Run 1, pin placement:
Scale: 6 px per µm. Pins as bars across the die edge, other pins in gray.
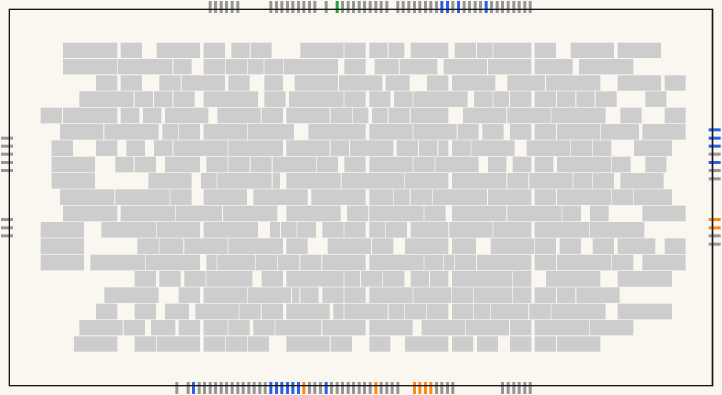
Run 1, logic cells by family:
Scale: 6 px per µm.
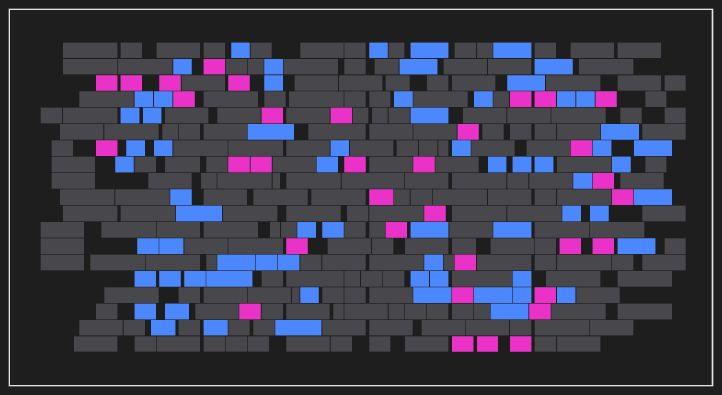
Run 1, placement view:
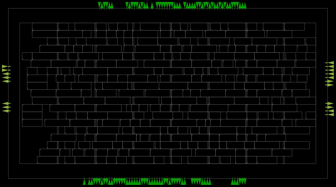
Run 1, sizing map:
Scale: 6 px per µm.
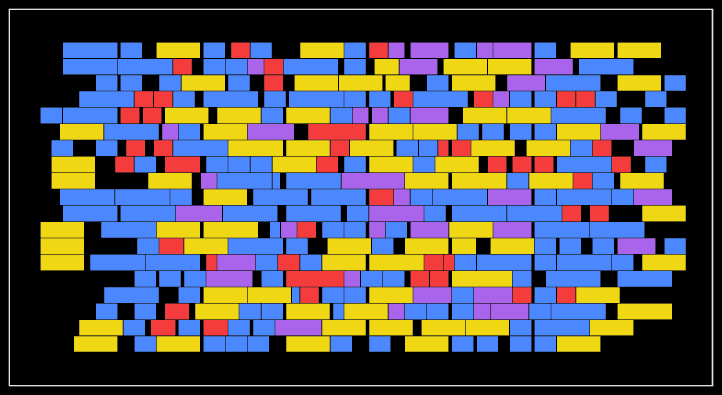
**src/rtl/memwb_if.sv**
```systemverilog
// Bundles the execute-to-memwb submit bus and the data-memory request bus.
// Latency: none (wires only).
// Backpressure: o_ready toward execute, req held until i_mem_ack toward memory.
//
// master : execute stage plus memory model (drives every i_* signal)
// slave  : the memwb stage (drives every o_* signal)
interface memwb_if #(
   parameter int RW    = 16,
   parameter int REGNO = 8
);
   // execute -> memwb
   logic             i_submit;
   logic             o_ready;
   logic [RW-1:0]    i_data;
   logic [RW-1:0]    i_addr;
   logic [REGNO-1:0] i_reg_ie;
   logic             i_mem_access;
   logic             i_mem_we;
   logic             i_mem_width;
   // memwb <-> data memory
   logic             o_mem_req;
   logic             o_mem_we;
   logic [RW-1:0]    o_mem_addr;
   logic [RW-1:0]    o_mem_data;
   logic [1:0]       o_mem_sel;
   logic             i_mem_ack;
   logic [RW-1:0]    i_mem_data;
   // memwb -> register file
   logic [REGNO-1:0] o_reg_ie;
   logic [RW-1:0]    o_reg_data;

   modport master (
      output i_submit, i_data, i_addr, i_reg_ie, i_mem_access, i_mem_we,
             i_mem_width, i_mem_ack, i_mem_data,
      input  o_ready, o_mem_req, o_mem_we, o_mem_addr, o_mem_data,
             o_mem_sel, o_reg_ie, o_reg_data
   );

   modport slave (
      input  i_submit, i_data, i_addr, i_reg_ie, i_mem_access, i_mem_we,
             i_mem_width, i_mem_ack, i_mem_data,
      output o_ready, o_mem_req, o_mem_we, o_mem_addr, o_mem_data,
             o_mem_sel, o_reg_ie, o_reg_data
   );
endinterface

```
**src/rtl/memwb.sv**
```systemverilog
// Memory/writeback stage: ALU results write back directly, loads/stores go over a req/ack bus.
// Latency: ALU op 0 cycles; memory op writes back in the ack cycle (earliest one cycle after submit).
// Backpressure: o_ready low for every MEM cycle; req and its fields held stable until i_mem_ack.
//
// Ports: i_clk, i_rst_n (async, active-low) plus a memwb_if.slave carrying
// the submit bus from execute, the memory request bus and the register-file write port.
module memwb #(
   parameter int RW    = 16,
   parameter int REGNO = 8
) (
   input  logic   i_clk,
   input  logic   i_rst_n,
   memwb_if.slave bus
);

   typedef enum logic {IDLE, MEM} state_t;

   state_t           state_q;
   logic             req_q;
   logic             we_q;
   logic             width_q;
   logic [1:0]       sel_q;
   logic [RW-1:0]    addr_q;
   logic [RW-1:0]    mdata_q;
   logic [REGNO-1:0] reg_ie_q;

   logic             in_mem;
   logic             wb_alu;
   logic             wb_mem;
   logic [RW-1:0]    load_data;

   assign in_mem = (state_q == MEM);

   // Request outputs are registered so they stay stable for the whole wait.
   // Leaving MEM clears them, so the bus reads all-zero whenever idle.
   always_ff @(posedge i_clk or negedge i_rst_n) begin
      if (!i_rst_n) begin
         state_q  <= IDLE;
         req_q    <= 1'b0;
         we_q     <= 1'b0;
         width_q  <= 1'b0;
         sel_q    <= 2'b00;
         addr_q   <= '0;
         mdata_q  <= '0;
         reg_ie_q <= '0;
      end else begin
         case (state_q)
            IDLE: begin
               if (bus.i_submit && bus.i_mem_access) begin
                  state_q  <= MEM;
                  req_q    <= 1'b1;
                  we_q     <= bus.i_mem_we;
                  width_q  <= bus.i_mem_width;
                  sel_q    <= bus.i_mem_width ? 2'b01 : 2'b11;
                  addr_q   <= bus.i_addr;
                  // byte stores drive only the low lane; upper lane forced to zero
                  mdata_q  <= bus.i_mem_width ? {{(RW-8){1'b0}}, bus.i_data[7:0]}
                                              : bus.i_data;
                  reg_ie_q <= bus.i_reg_ie;
               end
            end
            MEM: begin
               // submits arriving here are ignored: o_ready is low
               if (bus.i_mem_ack) begin
                  state_q  <= IDLE;
                  req_q    <= 1'b0;
                  we_q     <= 1'b0;
                  width_q  <= 1'b0;
                  sel_q    <= 2'b00;
                  addr_q   <= '0;
                  mdata_q  <= '0;
                  reg_ie_q <= '0;
               end
            end
            default: state_q <= IDLE;
         endcase
      end
   end

   // Byte loads zero-extend the low lane.
   assign load_data = width_q ? {{(RW-8){1'b0}}, bus.i_mem_data[7:0]} : bus.i_mem_data;

   // Reset gating keeps the register file quiet while reset is held,
   // even if execute is still presenting a submit.
   assign wb_alu = i_rst_n && !in_mem && bus.i_submit && !bus.i_mem_access;
   assign wb_mem = i_rst_n && in_mem && bus.i_mem_ack && !we_q;

   always_comb begin
      bus.o_reg_ie   = '0;
      bus.o_reg_data = '0;
      if (wb_alu) begin
         bus.o_reg_ie   = bus.i_reg_ie;
         bus.o_reg_data = bus.i_data;
      end else if (wb_mem) begin
         bus.o_reg_ie   = reg_ie_q;
         bus.o_reg_data = load_data;
      end
   end

   assign bus.o_ready    = !in_mem;
   assign bus.o_mem_req  = req_q;
   assign bus.o_mem_we   = we_q;
   assign bus.o_mem_addr = addr_q;
   assign bus.o_mem_data = mdata_q;
   assign bus.o_mem_sel  = sel_q;

endmodule

```
**src/flat_wrapper.sv**
```systemverilog
// flat-port wrapper written by rule: the top's interface ports become plain ports
module memwb_flat 
#(
   parameter int RW    = 16,
   parameter int REGNO = 8
)
  (i_clk, i_rst_n, bus_i_submit, bus_i_data, bus_i_addr, bus_i_reg_ie, bus_i_mem_access, bus_i_mem_we, bus_i_mem_width, bus_i_mem_ack, bus_i_mem_data, bus_o_ready, bus_o_mem_req, bus_o_mem_we, bus_o_mem_addr, bus_o_mem_data, bus_o_mem_sel, bus_o_reg_ie, bus_o_reg_data);
  memwb_if #(.RW(RW), .REGNO(REGNO)) bus_i ();
  input  logic i_clk;
  input  logic i_rst_n;
  input wire logic [$bits(bus_i.i_submit)-1:0] bus_i_submit;
  input wire logic [$bits(bus_i.i_data)-1:0] bus_i_data;
  input wire logic [$bits(bus_i.i_addr)-1:0] bus_i_addr;
  input wire logic [$bits(bus_i.i_reg_ie)-1:0] bus_i_reg_ie;
  input wire logic [$bits(bus_i.i_mem_access)-1:0] bus_i_mem_access;
  input wire logic [$bits(bus_i.i_mem_we)-1:0] bus_i_mem_we;
  input wire logic [$bits(bus_i.i_mem_width)-1:0] bus_i_mem_width;
  input wire logic [$bits(bus_i.i_mem_ack)-1:0] bus_i_mem_ack;
  input wire logic [$bits(bus_i.i_mem_data)-1:0] bus_i_mem_data;
  output wire logic [$bits(bus_i.o_ready)-1:0] bus_o_ready;
  output wire logic [$bits(bus_i.o_mem_req)-1:0] bus_o_mem_req;
  output wire logic [$bits(bus_i.o_mem_we)-1:0] bus_o_mem_we;
  output wire logic [$bits(bus_i.o_mem_addr)-1:0] bus_o_mem_addr;
  output wire logic [$bits(bus_i.o_mem_data)-1:0] bus_o_mem_data;
  output wire logic [$bits(bus_i.o_mem_sel)-1:0] bus_o_mem_sel;
  output wire logic [$bits(bus_i.o_reg_ie)-1:0] bus_o_reg_ie;
  output wire logic [$bits(bus_i.o_reg_data)-1:0] bus_o_reg_data;
  assign bus_i.i_submit = bus_i_submit;
  assign bus_i.i_data = bus_i_data;
  assign bus_i.i_addr = bus_i_addr;
  assign bus_i.i_reg_ie = bus_i_reg_ie;
  assign bus_i.i_mem_access = bus_i_mem_access;
  assign bus_i.i_mem_we = bus_i_mem_we;
  assign bus_i.i_mem_width = bus_i_mem_width;
  assign bus_i.i_mem_ack = bus_i_mem_ack;
  assign bus_i.i_mem_data = bus_i_mem_data;
  assign bus_o_ready = bus_i.o_ready;
  assign bus_o_mem_req = bus_i.o_mem_req;
  assign bus_o_mem_we = bus_i.o_mem_we;
  assign bus_o_mem_addr = bus_i.o_mem_addr;
  assign bus_o_mem_data = bus_i.o_mem_data;
  assign bus_o_mem_sel = bus_i.o_mem_sel;
  assign bus_o_reg_ie = bus_i.o_reg_ie;
  assign bus_o_reg_data = bus_i.o_reg_data;
  memwb #(.RW(RW), .REGNO(REGNO)) u_core (.i_clk(i_clk), .i_rst_n(i_rst_n), .bus(bus_i));
endmodule
```
**config.mk**
```make
export PLATFORM = sky130hd
export DESIGN_NAME = memwb_flat
export DESIGN_NICKNAME = d
export VERILOG_FILES = /design/src/rtl/memwb_if.sv /design/src/rtl/memwb.sv /design/src/flat_wrapper.sv
export SDC_FILE = /design/constraint.sdc
export NUM_CORES = 1
export LEC_CHECK = 0
export CORE_ASPECT_RATIO = 0.5
export CORE_MARGIN = 4
export CORE_UTILIZATION = 39
export DETAILED_ROUTE_END_ITERATION = 10
export PLACE_DENSITY = 0.91
export SLEW_MARGIN = 20
export SYNTH_ARGS = -nofsm -noshare
export SYNTH_HDL_FRONTEND = slang
export SYNTH_SLANG_ARGS = --single-unit
```
**constraint.sdc**
```tcl
create_clock -name i_clk -period 1.5 [get_ports i_clk]
set_input_delay 0.225 -clock i_clk [delete_from_list [all_inputs] [get_ports i_clk]]
set_output_delay 0.225 -clock i_clk [all_outputs]
set_load 0.1 [all_outputs]
```
==> impl_results.html, run 1 <==
<h3>Run summary</h3>
<table>
<tr><th>Metric</th><th>Value</th></tr>
<tr><th colspan="2">Clock tree</th></tr>
<tr><td>Clock-pin slew on the worst setup and hold paths</td><td>0.07 ns</td></tr>
<tr><td>CTS buffer count</td><td>5</td></tr>
<tr><td>Maximum clock path buffer count</td><td>2</td></tr>
<tr><td>Cell at the root of the clock tree</td><td>sky130_fd_sc_hd__clkbuf_16</td></tr>
<tr><td>Clock latency on the worst-skew pair</td><td>0.29 ns</td></tr>
<tr><td>Deepest level of the CTS H-tree</td><td>2</td></tr>
<tr><td>Num Clock Sinks</td><td>roughly 45</td></tr>
<tr><td>Clock tree from TritonCTS</td><td>built</td></tr>
<tr><th colspan="2">Worst setup path</th></tr>
<tr><td>Crit path to</td><td>bus_o_reg_data[15]</td></tr>
<tr><td>Critical register-to-register path startpoint</td><td>u_core.in_mem$_DFF_PN0_</td></tr>
<tr><td>Buffers and inverters on the worst path</td><td>3</td></tr>
<tr><td>Max incr delay on CP</td><td>0.45 ns</td></tr>
<tr><td>Launching instance or port of the critical path</td><td>u_core.in_mem$_DFF_PN0_</td></tr>
<tr><td>Type of the setup path with the least slack</td><td>flop to output pin</td></tr>
<tr><td>Critical Path Fanout Max</td><td>7</td></tr>
<tr><td>Cell with the biggest individual delay on the critical path</td><td>sky130_fd_sc_hd__dfrtp_2</td></tr>
<tr><td>Startpoint type of the worst setup path</td><td>flop</td></tr>
<tr><td>Logic depth of the worst path, buffers included</td><td>5</td></tr>
<tr><td>Worst Reg2Reg Path Length in Cells</td><td>4</td></tr>
<tr><td>Cells along the critical path</td><td>nor4bb_4 -&gt; buf_6 -&gt; buf_12 -&gt; a32o_2 -&gt; buf_12</td></tr>
<tr><td>Required time at the endpoint of the critical path</td><td>1.27 ns</td></tr>
<tr><td>Type of destination of the critical path</td><td>output pin</td></tr>
<tr><td>FF-to-FF setup slack</td><td>-0.05 ns</td></tr>
<tr><td>Worst reg2reg path endpoint</td><td>u_core.bus.o_mem_sel[0]$_DFFE_PN0P_</td></tr>
<tr><td>Worst EP arrival</td><td>1.76 ns</td></tr>
<tr><td>Family with the most delay on the worst path</td><td>buffers and inverters</td></tr>
<tr><td>Cell mode on critical path</td><td>sky130_fd_sc_hd__buf_12</td></tr>
<tr><th colspan="2">Layout</th></tr>
<tr><td>Layout multi-input combinational cell count</td><td>roughly 110</td></tr>
<tr><td>Flip-flop and latch count</td><td>45</td></tr>
<tr><td>Gate Area</td><td>1220 µm²</td></tr>
<tr><td>NumNets Final</td><td>370</td></tr>
<tr><td>Sequential fraction of total cell area</td><td>24.1%</td></tr>
<tr><td>Layout cells sized above 1</td><td>51.3%</td></tr>
<tr><td>Sequential standard cell area</td><td>1130 µm²</td></tr>
<tr><td>Clock buffer and inverter area fraction after layout</td><td>a little over 3%</td></tr>
<tr><td>Non-Clock Buffer Count</td><td>approximately 150</td></tr>
<tr><td>Nonclk inv count</td><td>2</td></tr>
<tr><td>Antenna diode count</td><td>0</td></tr>
<tr><td>Leading cell kind</td><td>buffers</td></tr>
<tr><td>Count of clock buffers in the final design</td><td>5</td></tr>
<tr><td>Non-clock buffers, area share</td><td>44.6%</td></tr>
<tr><td>Most instantiated logic cells after routing</td><td>66 x sky130_fd_sc_hd__buf_12, 60 x sky130_fd_sc_hd__clkdlybuf4s50_1, 42 x sky130_fd_sc_hd__dfrtp_1</td></tr>
<tr><th colspan="2">Detailed routing</th></tr>
<tr><td>DRT Wirelength</td><td>10600 µm</td></tr>
<tr><td>Vias per cell</td><td>6.27</td></tr>
<tr><td>Detailed router's first-iteration violation count</td><td>239</td></tr>
<tr><td>Length of the first detailed-routing pass in iterations</td><td>4</td></tr>
<tr><td>DR vias</td><td>2388</td></tr>
<tr><td>DRT antenna net count</td><td>0</td></tr>
<tr><td>WL per Instance</td><td>27.8 µm</td></tr>
<tr><td>Final routed DRC violation total</td><td>0</td></tr>
<tr><th colspan="2">Pwr</th></tr>
<tr><td>IR Drop Worst-Case VDD</td><td>711 µV</td></tr>
<tr><td>Final Total Pwr</td><td>5700 µW</td></tr>
<tr><td>Static Leakage</td><td>about 0.0021 µW</td></tr>
<tr><td>Pwr per Cell Area</td><td>~1200 nW/µm²</td></tr>
<tr><th colspan="2">Timing</th></tr>
<tr><td>Crit path time final</td><td>a little under 2 ns</td></tr>
<tr><td>Setup-failing EPs final</td><td>41</td></tr>
<tr><td>RSZ-0062 raised after global routing</td><td>true</td></tr>
<tr><td>Least-Margin Pin Slew</td><td>~0.73 ns</td></tr>
<tr><td>Final-report hold violation count</td><td>0</td></tr>
<tr><td>Hold Slack</td><td>0.0400 ns</td></tr>
<tr><td>Worst clock skew</td><td>0.00679 ns</td></tr>
<tr><td>Final cycle utilization of the critical path</td><td>132%</td></tr>
<tr><td>Setup slack after layout</td><td>-0.482 ns</td></tr>
<tr><td>Upper clock frequency limit</td><td>0.505 GHz</td></tr>
<tr><td>Total negative slack for setup checks</td><td>-11.31 ns</td></tr>
<tr><td>Slew Limit Headroom</td><td>51.0%</td></tr>
<tr><td>Count of final max-slew check failures</td><td>0</td></tr>
<tr><th colspan="2">Global route</th></tr>
<tr><td>Number of global-route vias before repair</td><td>approximately 2600</td></tr>
<tr><td>GR Util All Layers</td><td>28.9%</td></tr>
<tr><td>Initial antenna violation count</td><td>0</td></tr>
<tr><td>Total gr overflow</td><td>0</td></tr>
<tr><td>Global-route wire length before repair</td><td>15900 µm</td></tr>
<tr><td>Maximum number of pins on one net before global-route repair</td><td>36</td></tr>
<tr><th colspan="2">Synth</th></tr>
<tr><td>Area share of the leading cell type in the synthesized netlist</td><td>48.6%</td></tr>
<tr><td>Yosys Chip Area</td><td>2310 µm²</td></tr>
<tr><td>Post-Synthesis Net Count</td><td>246</td></tr>
<tr><td>Synth Instances</td><td>183</td></tr>
<tr><td>Number of standard cells reported by yosys</td><td>183</td></tr>
<tr><td>Warnings, synthesis</td><td>0</td></tr>
<tr><td>Flop and latch count out of synthesis</td><td>45</td></tr>
<tr><td>Top cells by area</td><td>sky130_fd_sc_hd__dfrtp_1 49%, sky130_fd_sc_hd__and4b_1 15%, sky130_fd_sc_hd__a31o_2 12%</td></tr>
<tr><td>Mean instance size in the synthesized netlist</td><td>around 13 µm²</td></tr>
<tr><td>Cell type with the largest total area after synthesis</td><td>sky130_fd_sc_hd__dfrtp_1</td></tr>
<tr><td>Netlist area before placement</td><td>2310 µm²</td></tr>
<tr><td>Tally of unique sky130hd cells used after synthesis</td><td>19</td></tr>
<tr><td>Part of the Yosys area used for sequential elements</td><td>48.6%</td></tr>
<tr><th colspan="2">Floorplan</th></tr>
<tr><td>Share of the core filled by cells before placement</td><td>between 40% and 50%</td></tr>
<tr><td>Area enclosed by the die boundary</td><td>7310 µm²</td></tr>
<tr><td>CORE AREA</td><td>5610 µm²</td></tr>
<tr><td>Tap Count</td><td>73</td></tr>
<tr><td># IOs</td><td>124</td></tr>
<tr><th colspan="2">Place</th></tr>
<tr><td>Last weighted congestion value of the routability-driven placer</td><td>0.756</td></tr>
<tr><td># placed instances</td><td>370</td></tr>
<tr><td>DP Worst Slack</td><td>-0.435 ns</td></tr>
<tr><td>HPWL after detailed placement</td><td>6980 µm</td></tr>
<tr><td>Port Buf Inserts</td><td>123</td></tr>
<tr><td>Post-place instance area</td><td>4470 µm²</td></tr>
<tr><th colspan="2">Run status</th></tr>
<tr><td>Violations in the final reports</td><td>setup timing</td></tr>
<tr><td>Outcome</td><td>complete, but fails checks</td></tr>
<tr><th colspan="2">Run</th></tr>
<tr><td>Number of OpenROAD warnings</td><td>29</td></tr>
<tr><td>Count of max-cap constraint violations</td><td>0</td></tr>
<tr><th colspan="2">Hold path</th></tr>
<tr><td>Hold crit path type</td><td>input port to async pin</td></tr>
</table>
Notes on 'pin placement' above:
Green is bus_i_mem_width, pins 1, direction input, edge top. Blue is bus_i_mem_data, pins 16, direction input, edge 8 bottom, 4 right, 4 top. Orange is bus_o_reg_ie, pins 8, direction output, edge 6 bottom, 2 right.
DIE WIDTH: 117 µm
die y size: 62.5 µm

Notes on 'logic cells by family' above:
Blue is AND-OR and OR-AND gates, cells 68, where all over the die. Magenta is AND and OR gates, cells 34, where all over the die.
Non-Filler Instances: 381
proportion of cell area occupied by multi-input gates: 26.1%
dominant logic cell type in the layout: sky130_fd_sc_hd__buf_12

Notes on 'placement view' above:
Filler Cell Count: 237
Rows: 19
Layout Utilization: 83.8%

Notes on 'sizing map' above:
Purple is drive 3 to 4, cells 37, share 12%, most used a22o_4. Yellow is drive 6 and up, cells 75, share 24%, most used buf_12. Blue is drive 1 or less, cells 150, share 49%, most used clkdlybuf4s50_1. Red is drive 2, cells 46, share 15%, most used a31o_2.
design area: 4700 µm²
setup slack after layout: -0.482 ns
layout overhead on the synthesized area: 103%

[run 1: power breakdown]
group	internal (µW)	leakage [µW]	switching, µW
clock network	612	0.0000696	490
registers	1400	0.000579	227
logic	1150	0.00149	1820
[run 1: synth_stat cells (all sizes together)]
master	n
a21bo	2
a21oi	1
a22o	16
a31o	34
a32o	16
and4b	34
buf	21
clkbuf	7
dfrtp	45
inv	2
nand2	1
nand3b	1
nor4bb	2
o21ai	1
[run 1: worst register-to-register path: stages (launching register included)]
cell	delay (ns)
sky130_fd_sc_hd__dfrtp_2	0.43
sky130_fd_sc_hd__buf_4	0.33
sky130_fd_sc_hd__nand3b_4	0.24
sky130_fd_sc_hd__buf_12	0.18
sky130_fd_sc_hd__a21bo_2	0.25
[run 1: kinds of logic (layout without fill, tap and decap cells)]
group / count (synthesis) / in the layout / synth area share (%)
DFF: 45 / 45 / 48.6
AOI/OAI and AO/OA: 70 / 70 / 27.4
and+or+nand+nor: 38 / 38 / 16.2
buffers and inverters: 30 / 155 / 7.78
[run 1: repair_timing]
action,4_1_cts,5_1_grt
hold buffers,1,0
resized,11,4
pin swaps,2,2
endpoints found under the setup margin,68,66
setup buffers,1,1
endpoints found under the hold margin,15,0
gates cloned,1,0
[run 1: layer usage]
metal	wire, µm	GRT usage (%)	share of wire [%]
met1	4290	37.7	41
met5	0	0	0
met4	358	8.44	3.4
met3	610	6.09	5.8
met2	5330	48.3	50
[run 1: state kept, by name, indices dropped and copies added, names as in the netlist]
register,cells
u_core.reg_ie_q,8
u_core.bus.o_mem_sel,2
u_core.bus.o_mem_we,1
u_core.width_q,1
u_core.bus.o_mem_data,16
u_core.in_mem,1
u_core.bus.o_mem_addr,16
## Run 2: what changed since run 1
--- a/config.mk
+++ b/config.mk
@@ -8,6 +8,7 @@
 export CORE_ASPECT_RATIO = 0.5
 export CORE_MARGIN = 4
 export CORE_UTILIZATION = 39
+export CTS_CLUSTER_SIZE = 20
 export DETAILED_ROUTE_END_ITERATION = 10
 export PLACE_DENSITY = 0.91
 export SLEW_MARGIN = 20
==> constraint.sdc (replaced) <==
create_clock -name i_clk -period 1.5 [get_ports i_clk]
set_input_delay 0.225 -clock i_clk [delete_from_list [all_inputs] [get_ports i_clk]]
set_output_delay 0.225 -clock i_clk [all_outputs]
set_load 0.01 [all_outputs]
==> run 2 against run 1 <==
The run still ends with setup timing left. Clock power rose by about 20%. Combinational power decreased by 59%. Count of clock-buffer cells in the layout stayed put. Largest cell class unchanged. Critical endpoint is now bus_o_reg_ie[3].
==> impl_results.html, run 2 <==
<h3>Run summary</h3>
<table>
<tr><th>Metric</th><th>Value</th></tr>
<tr><th colspan="2">Hold path</th></tr>
<tr><td>Hold crit path type</td><td>input port to async pin</td></tr>
<tr><th colspan="2">Worst setup path</th></tr>
<tr><td>Cell with the biggest individual delay on the critical path</td><td>sky130_fd_sc_hd__dfrtp_2</td></tr>
<tr><td>Cell mode on critical path</td><td>sky130_fd_sc_hd__buf_6</td></tr>
<tr><td>Family with the most delay on the worst path</td><td>buffers and inverters</td></tr>
<tr><td>Cells along the critical path</td><td>nor4bb_4 -&gt; buf_4 -&gt; buf_6 -&gt; buf_6 -&gt; a22o_1 -&gt; buf_2</td></tr>
<tr><td>Max incr delay on CP</td><td>0.45 ns (about the same)</td></tr>
<tr><td>Critical Path Fanout Max</td><td>7 (unchanged)</td></tr>
<tr><td>Type of the setup path with the least slack</td><td>flop to output pin</td></tr>
<tr><td>Startpoint type of the worst setup path</td><td>flop</td></tr>
<tr><th colspan="2">Detailed routing</th></tr>
<tr><td>WL per Instance</td><td>24.1 µm (-13%)</td></tr>
<tr><td>DRT Wirelength</td><td>9450 µm (-11%)</td></tr>
<tr><td>DR vias</td><td>2472 (+3.5%)</td></tr>
<tr><td>Final routed DRC violation total</td><td>0 (unchanged)</td></tr>
<tr><th colspan="2">Clock tree</th></tr>
<tr><td>Maximum clock path buffer count</td><td>2 (unchanged)</td></tr>
<tr><td>Clock-pin slew on the worst setup and hold paths</td><td>0.07 ns (about the same)</td></tr>
<tr><td>Deepest level of the CTS H-tree</td><td>2 (unchanged)</td></tr>
<tr><td>Num Clock Sinks</td><td>45 (unchanged)</td></tr>
<tr><td>Number of buffers added to fix hold violations after cts</td><td>1 (unchanged)</td></tr>
<tr><td>Clock tree from TritonCTS</td><td>built</td></tr>
<tr><td>CTS buffer count</td><td>5 (unchanged)</td></tr>
<tr><th colspan="2">Layout</th></tr>
<tr><td>Filler Cell Count</td><td>346 (+46%)</td></tr>
<tr><td>Layout overhead on the synthesized area</td><td>68.6%</td></tr>
<tr><td>Nonclk inv count</td><td>2 (unchanged)</td></tr>
<tr><td>Proportion of cell area occupied by multi-input gates</td><td>26.9% (+0.79 points)</td></tr>
<tr><td>Gate Area</td><td>1050 µm² (-14%)</td></tr>
<tr><td>Non-clock buffers, area share</td><td>37.3% (-7.3 points)</td></tr>
<tr><td>NumNets Final</td><td>380 (+2.7%)</td></tr>
<tr><td>Dominant logic cell type in the layout</td><td>sky130_fd_sc_hd__clkdlybuf4s50_1</td></tr>
<tr><td>Leading cell kind</td><td>buffers</td></tr>
<tr><th colspan="2">Global route</th></tr>
<tr><td>Total gr overflow</td><td>0 (unchanged)</td></tr>
<tr><td>Initial antenna violation count</td><td>1 (+1)</td></tr>
<tr><td>GR Util All Layers</td><td>25.4% (-3.5 points)</td></tr>
<tr><th colspan="2">Timing</th></tr>
<tr><td>Total negative slack for setup checks</td><td>-11.07 ns (+0.233 ns)</td></tr>
<tr><td>Crit path time final</td><td>1.90 ns (-0.0790 ns)</td></tr>
<tr><td>Setup-failing EPs final</td><td>64 (+56%)</td></tr>
<tr><td>Least-Margin Pin Slew</td><td>0.474 ns (-0.259 ns)</td></tr>
<tr><td>Final cycle utilization of the critical path</td><td>127% (-5.3 points)</td></tr>
<tr><td>Setup slack after layout</td><td>-0.402 ns (+0.0790 ns)</td></tr>
<tr><td>Hold Slack</td><td>0.0576 ns (+0.0177 ns)</td></tr>
<tr><th colspan="2">Pwr</th></tr>
<tr><td>Logic gate share of total power</td><td>30.1% (-22 points)</td></tr>
<tr><td>IR Drop Worst-Case VDD</td><td>1070 µV (+50%)</td></tr>
<tr><td>Top power consumer group</td><td>registers</td></tr>
<tr><td>Power share of the sequential group</td><td>38.0% (+9.4 points)</td></tr>
<tr><td>Sequential cell power</td><td>1530 µW (-6%)</td></tr>
<tr><td>Pwr per Cell Area</td><td>1030 nW/µm² (-15%)</td></tr>
<tr><td>Internal</td><td>2900 µW (-8.3%)</td></tr>
<tr><th colspan="2">Run status</th></tr>
<tr><td>Violations in the final reports</td><td>setup timing</td></tr>
<tr><td>Outcome</td><td>complete, but fails checks</td></tr>
<tr><th colspan="2">Synth</th></tr>
<tr><td>Area share of the leading cell type in the synthesized netlist</td><td>48.6% (unchanged)</td></tr>
<tr><td>Synth Instances</td><td>183 (unchanged)</td></tr>
<tr><td>Yosys Chip Area</td><td>2310 µm² (unchanged)</td></tr>
<tr><td>Share of flip-flops with an asynchronous set or reset</td><td>100% (unchanged)</td></tr>
<tr><td>Tally of unique sky130hd cells used after synthesis</td><td>19 (unchanged)</td></tr>
<tr><td>Part of the Yosys area used for sequential elements</td><td>48.6% (unchanged)</td></tr>
<tr><td>Flop and latch count out of synthesis</td><td>45 (unchanged)</td></tr>
<tr><td>Warnings, synthesis</td><td>0 (unchanged)</td></tr>
<tr><th colspan="2">Run</th></tr>
<tr><td>Count of max-cap constraint violations</td><td>0 (unchanged)</td></tr>
<tr><td>Number of OpenROAD warnings</td><td>28 (-3.4%)</td></tr>
<tr><th colspan="2">Place</th></tr>
<tr><td>Post-place instance area</td><td>3710 µm² (-17%)</td></tr>
<tr><td># placed instances</td><td>377 (+1.9%)</td></tr>
</table>
-- run 2: netlist changes by cell type in the layout (fill, tap and decap cells not counted), sizes merged --
cell | before | now
clkdlybuf4s50 | 60 | 90
clkinv | 2 | 1
diode | 0 | 1
dlymetal6s2s | 0 | 4
clkinvlp | 2 | 1
buf | 83 | 56
bufinv | 0 | 1
dlygate4sd2 | 1 | 4
inv | 1 | 2
-- run 2: kinds of logic (layout without fill, tap and decap cells) --
group | Yosys count | count (layout) | share of synthesized area (%)
compound gates | 70 | 70 | 27.4
buf+inv | 30 | 165 | 7.78
flops | 45 | 45 | 48.6
other cells | 0 | 1 | 0
simple gates | 38 | 38 | 16.2
-- run 2: metal layers --
layer / vias to the layer above / share of wire, % / global-route usage [%]
li1: 1029 / - / -
met1: 1248 / 37 / 31.0
met2: 155 / 53 / 43.2
met3: 40 / 5.5 / 4.55
met4: 0 / 5.0 / 12.0
met5: - / 0 / 0
-- run 2: path summary, 6_finish.rpt --
check                                               startpoint                              endpoint  slack (ns)  cells past startpoint
worst min-delay path                                   i_rst_n       u_core.bus.o_mem_we$_DFFE_PN0P_        0.06                      2
min in group i_clk              u_core.reg_ie_q[1]$_DFFE_PN0P_        u_core.reg_ie_q[1]$_DFFE_PN0P_        0.51                      1
worst max register to register         u_core.in_mem$_DFF_PN0_  u_core.bus.o_mem_addr[3]$_DFFE_PN0P_       -0.08                      4
max in group asynchronous                              i_rst_n  u_core.bus.o_mem_data[7]$_DFFE_PN0P_        0.93                      3
worst max-delay path                   u_core.in_mem$_DFF_PN0_                       bus_o_reg_ie[3]       -0.40                      6
worst min register to register  u_core.reg_ie_q[1]$_DFFE_PN0P_        u_core.reg_ie_q[1]$_DFFE_PN0P_        0.51                      1
Run 2, placement view:
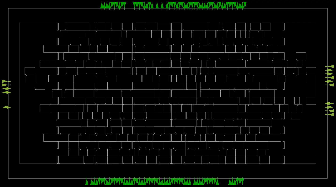
CORE AREA: 5610 µm²
Layout Utilization: 69.6%
Tap Count: 73
sequential fraction of total cell area: 28.9%
flip-flop and latch count: 45

Run 2, I/O nets highlighted:
Scale: 3 px per µm.
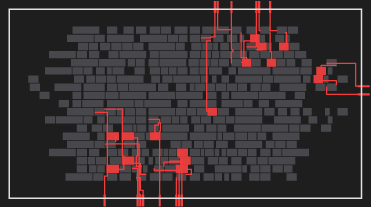
Red is bus_i_mem_data, bits 16, direction input, end cells 16, buffers 16, wire 422 µm.
# IOs: 124
Port Buf Inserts: 123

No activity file was given, so power comes from the tool's default toggle rates.
